## config.mk

```make
export PLATFORM = sky130hd
export DESIGN_NAME = swm_tx_packer
export DESIGN_NICKNAME = d
export VERILOG_FILES = /design/src/rtl/swm_tx_packer.sv
export SDC_FILE = /design/constraint.sdc
export NUM_CORES = 2
export LEC_CHECK = 0
export CORE_MARGIN = 2
export CORE_UTILIZATION = 54
export CTS_CLUSTER_DIAMETER = 60
export DETAILED_ROUTE_END_ITERATION = 12
export HOLD_SLACK_MARGIN = 0.03
export PLACE_DENSITY = 0.74
export SYNTH_ARGS = -nofsm -noshare
export SYNTH_HDL_FRONTEND = slang
export SYNTH_SLANG_ARGS = --single-unit
```

## constraint.sdc

```tcl
create_clock -name clk_in_clk -period 2.7 [get_ports clk_in_clk]
set_input_delay 0.54 -clock clk_in_clk [delete_from_list [all_inputs] [get_ports clk_in_clk]]
set_output_delay 0.54 -clock clk_in_clk [all_outputs]
set_load 0.02 [all_outputs]
```

## src/rtl/swm_tx_packer.sv

```systemverilog
// Avalon-ST to SerialLite III TX adapter: packs K sink words per beat, splits bursts, buffers beats in a FIFO.
// States: IDLE = waiting for SOP word | IN_PKT = packet open, accumulating words.
module swm_tx_packer #(
    parameter int          SINK_W          = 32,
    parameter int          LANES           = 4,
    parameter int          FIFO_DEPTH      = 4,
    parameter int          MAX_BURST_BEATS = 16,
    parameter logic [7:0]  FILL_BYTE       = 8'hBC,
    localparam int         TX_W            = 64 * LANES
) (
    input  logic              clk_in_clk,
    input  logic              reset_in_rst_n,
    input  logic [SINK_W-1:0] avalonst_sink_data,
    input  logic              avalonst_sink_valid,
    input  logic              avalonst_sink_startofpacket,
    input  logic              avalonst_sink_endofpacket,
    output logic              avalonst_sink_ready,
    output logic [TX_W-1:0]   data_tx,
    output logic              valid_tx,
    output logic              start_of_burst_tx,
    output logic              end_of_burst_tx,
    input  logic [3:0]        error_tx,
    output logic [7:0]        sync_tx,
    input  logic              ready_tx,
    output logic [3:0]        status_err_tx,
    output logic [1:0]        status_err_proto,
    input  logic              status_clear,
    output logic [31:0]       beats_sent
);

    localparam int K     = TX_W / SINK_W;
    localparam int IDX_W = (K > 1) ? $clog2(K) : 1;
    localparam int PTR_W = $clog2(FIFO_DEPTH);
    localparam int CNT_W = PTR_W + 1;
    localparam int BC_W  = $clog2(MAX_BURST_BEATS + 1);

    localparam logic [0:0]       S_IDLE     = 1'b0;
    localparam logic [0:0]       S_IN_PKT   = 1'b1;
    localparam logic [IDX_W-1:0] IDX_LAST   = IDX_W'(K - 1);
    localparam logic [BC_W-1:0]  BURST_LAST = BC_W'(MAX_BURST_BEATS - 1);
    localparam logic [CNT_W-1:0] DEPTH_C    = CNT_W'(FIFO_DEPTH);
    localparam logic [TX_W-1:0]  FILL_VEC   = {(TX_W / 8){FILL_BYTE}};

    typedef struct packed {
        logic            sob;
        logic            eob;
        logic [TX_W-1:0] data;
    } beat_t;

    logic [0:0]       state;
    logic [IDX_W-1:0] idx;
    logic [TX_W-1:0]  hold;
    logic [BC_W-1:0]  burst_cnt;
    beat_t            mem [FIFO_DEPTH];
    logic [PTR_W-1:0] rd_ptr;
    logic [PTR_W-1:0] wr_ptr;
    logic [CNT_W-1:0] count;
    logic [CNT_W-1:0] count_next;

    logic       accept;
    logic       take;
    logic       push;
    logic       pop;
    logic [1:0] proto_set;
    beat_t      beat;

    assign accept = avalonst_sink_valid && avalonst_sink_ready;
    assign pop    = valid_tx && ready_tx;

    always_comb begin
        take      = 1'b0;
        proto_set = 2'b00;
        if (accept) begin
            if (state == S_IDLE) begin
                take         = avalonst_sink_startofpacket;
                proto_set[1] = !avalonst_sink_startofpacket;
            end else begin
                take         = 1'b1;
                proto_set[0] = avalonst_sink_startofpacket;
            end
        end
        push = take && (avalonst_sink_endofpacket || (idx == IDX_LAST));
    end

    // Held words below idx, incoming word at idx, pad bytes above.
    always_comb begin
        beat.data = FILL_VEC;
        for (int j = 0; j < K; j++) begin
            if (j < int'(idx))
                beat.data[j*SINK_W +: SINK_W] = hold[j*SINK_W +: SINK_W];
            else if (j == int'(idx))
                beat.data[j*SINK_W +: SINK_W] = avalonst_sink_data;
        end
        beat.sob = (burst_cnt == '0);
        beat.eob = avalonst_sink_endofpacket || (burst_cnt == BURST_LAST);
    end

    always_comb begin
        count_next = count + {{(CNT_W-1){1'b0}}, push} - {{(CNT_W-1){1'b0}}, pop};
    end

    always_ff @(posedge clk_in_clk or negedge reset_in_rst_n) begin
        if (!reset_in_rst_n) begin
            state     <= S_IDLE;
            idx       <= '0;
            hold      <= '0;
            burst_cnt <= '0;
        end else if (take) begin
            state <= avalonst_sink_endofpacket ? S_IDLE : S_IN_PKT;
            hold[idx*SINK_W +: SINK_W] <= avalonst_sink_data;
            if (push) begin
                idx       <= '0;
                burst_cnt <= beat.eob ? '0 : burst_cnt + BC_W'(1);
            end else begin
                idx <= idx + IDX_W'(1);
            end
        end
    end

    always_ff @(posedge clk_in_clk or negedge reset_in_rst_n) begin
        if (!reset_in_rst_n) begin
            for (int i = 0; i < FIFO_DEPTH; i++) mem[i] <= '0;
            rd_ptr              <= '0;
            wr_ptr              <= '0;
            count               <= '0;
            avalonst_sink_ready <= 1'b0;
            beats_sent          <= '0;
        end else begin
            if (push) begin
                mem[wr_ptr] <= beat;
                wr_ptr      <= wr_ptr + PTR_W'(1);
            end
            if (pop) begin
                rd_ptr     <= rd_ptr + PTR_W'(1);
                beats_sent <= beats_sent + 32'd1;
            end
            count               <= count_next;
            avalonst_sink_ready <= (count_next < DEPTH_C);
        end
    end

    always_ff @(posedge clk_in_clk or negedge reset_in_rst_n) begin
        if (!reset_in_rst_n) begin
            status_err_tx    <= '0;
            status_err_proto <= '0;
        end else begin
            status_err_tx    <= (status_clear ? 4'b0 : status_err_tx) | error_tx;
            status_err_proto <= (status_clear ? 2'b0 : status_err_proto) | proto_set;
        end
    end

    assign valid_tx          = (count != '0);
    assign data_tx           = mem[rd_ptr].data;
    assign start_of_burst_tx = mem[rd_ptr].sob;
    assign end_of_burst_tx   = mem[rd_ptr].eob;
    assign sync_tx           = 8'(LANES);

endmodule

```

Figure 1. Clock distribution.
Drawn at 1 px/um.
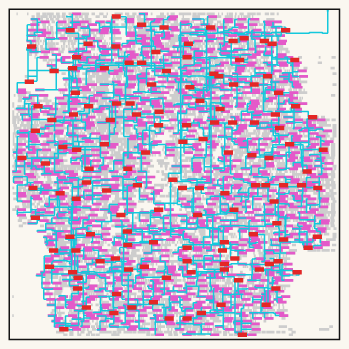
Red stands for clock drivers, count 140. Cyan stands for clock wires, length 15200 um. Magenta stands for flip-flops, count 1311.
Position of the flops: all over the die.

Figure 2. Floorplan with the power grid.
Drawn at 1 px/um. Pins as bars on the die edge.
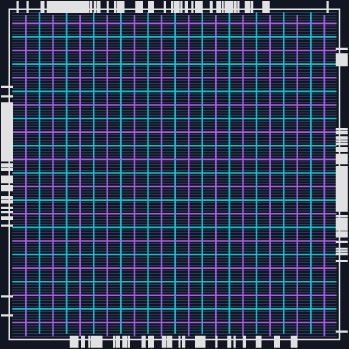
Purple stands for VSS. Cyan stands for VDD.
120 met1 rails follow the rows. 23 straps on met5. 349 signal pins sit on the boundary.

Figure 3. Metal layers overlaid.
Drawn at 1.5 px/um.
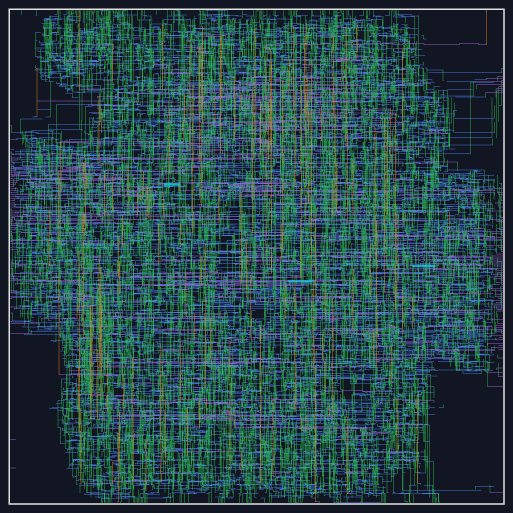
Orange stands for metal 4, wire length 6420 um. Purple stands for metal 3, wire length 15100 um. Green stands for metal 2, wire length 79.2 mm. Cyan stands for metal 5, wire length 37.7 um. Blue stands for metal 1, wire length 68.0 mm.

==> results.txt <==
fresh numbers from the pnr run: Regs by FF count=mem x1032, hold x224, beats_sent x32, number of flip-flops in the largest register=~1000, met2 wire len=79200 um, status=finished, violations left, CTS tree=built, Total GRT Usage=31.5%, register share after synthesis=57.6%, Vias per Instance=between 6 and 7, Yosys warnings=0, Mean Syn Cell Area=11.3 um2, leading cell category by total area=registers, skew final=0.0267 ns, cell count after synthesis=5030, final setup fails=around 260, Hold Path Sink=hold[214], Inverters=30, Starting Density=54.3%, DRC violations left=0, DRT Wirelength=169000 um, Peak VDD IR=between 900 and 1000 uV, Top Consumer=combinational cells, Reg-to-Reg Start=idx[0], crit-path leading delay family=buffers and inverters, met1 GRT Util=43.7%, n_taps=1391, Final Slew Violations=0, MaxCap Viol Count=0, Yosys top cell by instances=dfrtp_1, most frequent logic cell in the layout=dfrtp_1, final worst slack=-0.447 ns, failing checks=negative setup slack, hold depth=3, MUX area fraction=15.4%, met3 usage=7.34%, static leakage=31.1 nW, P_sw=31.0 mW, WP depth=6, total gr overflow=0, Internal Power=55.2 mW, Post-DP Area=63400 um2, Register Area=around 33000 um2, GRT busiest layer=met2
Power figures rest on the tool's default switching activity, not on a simulated workload.
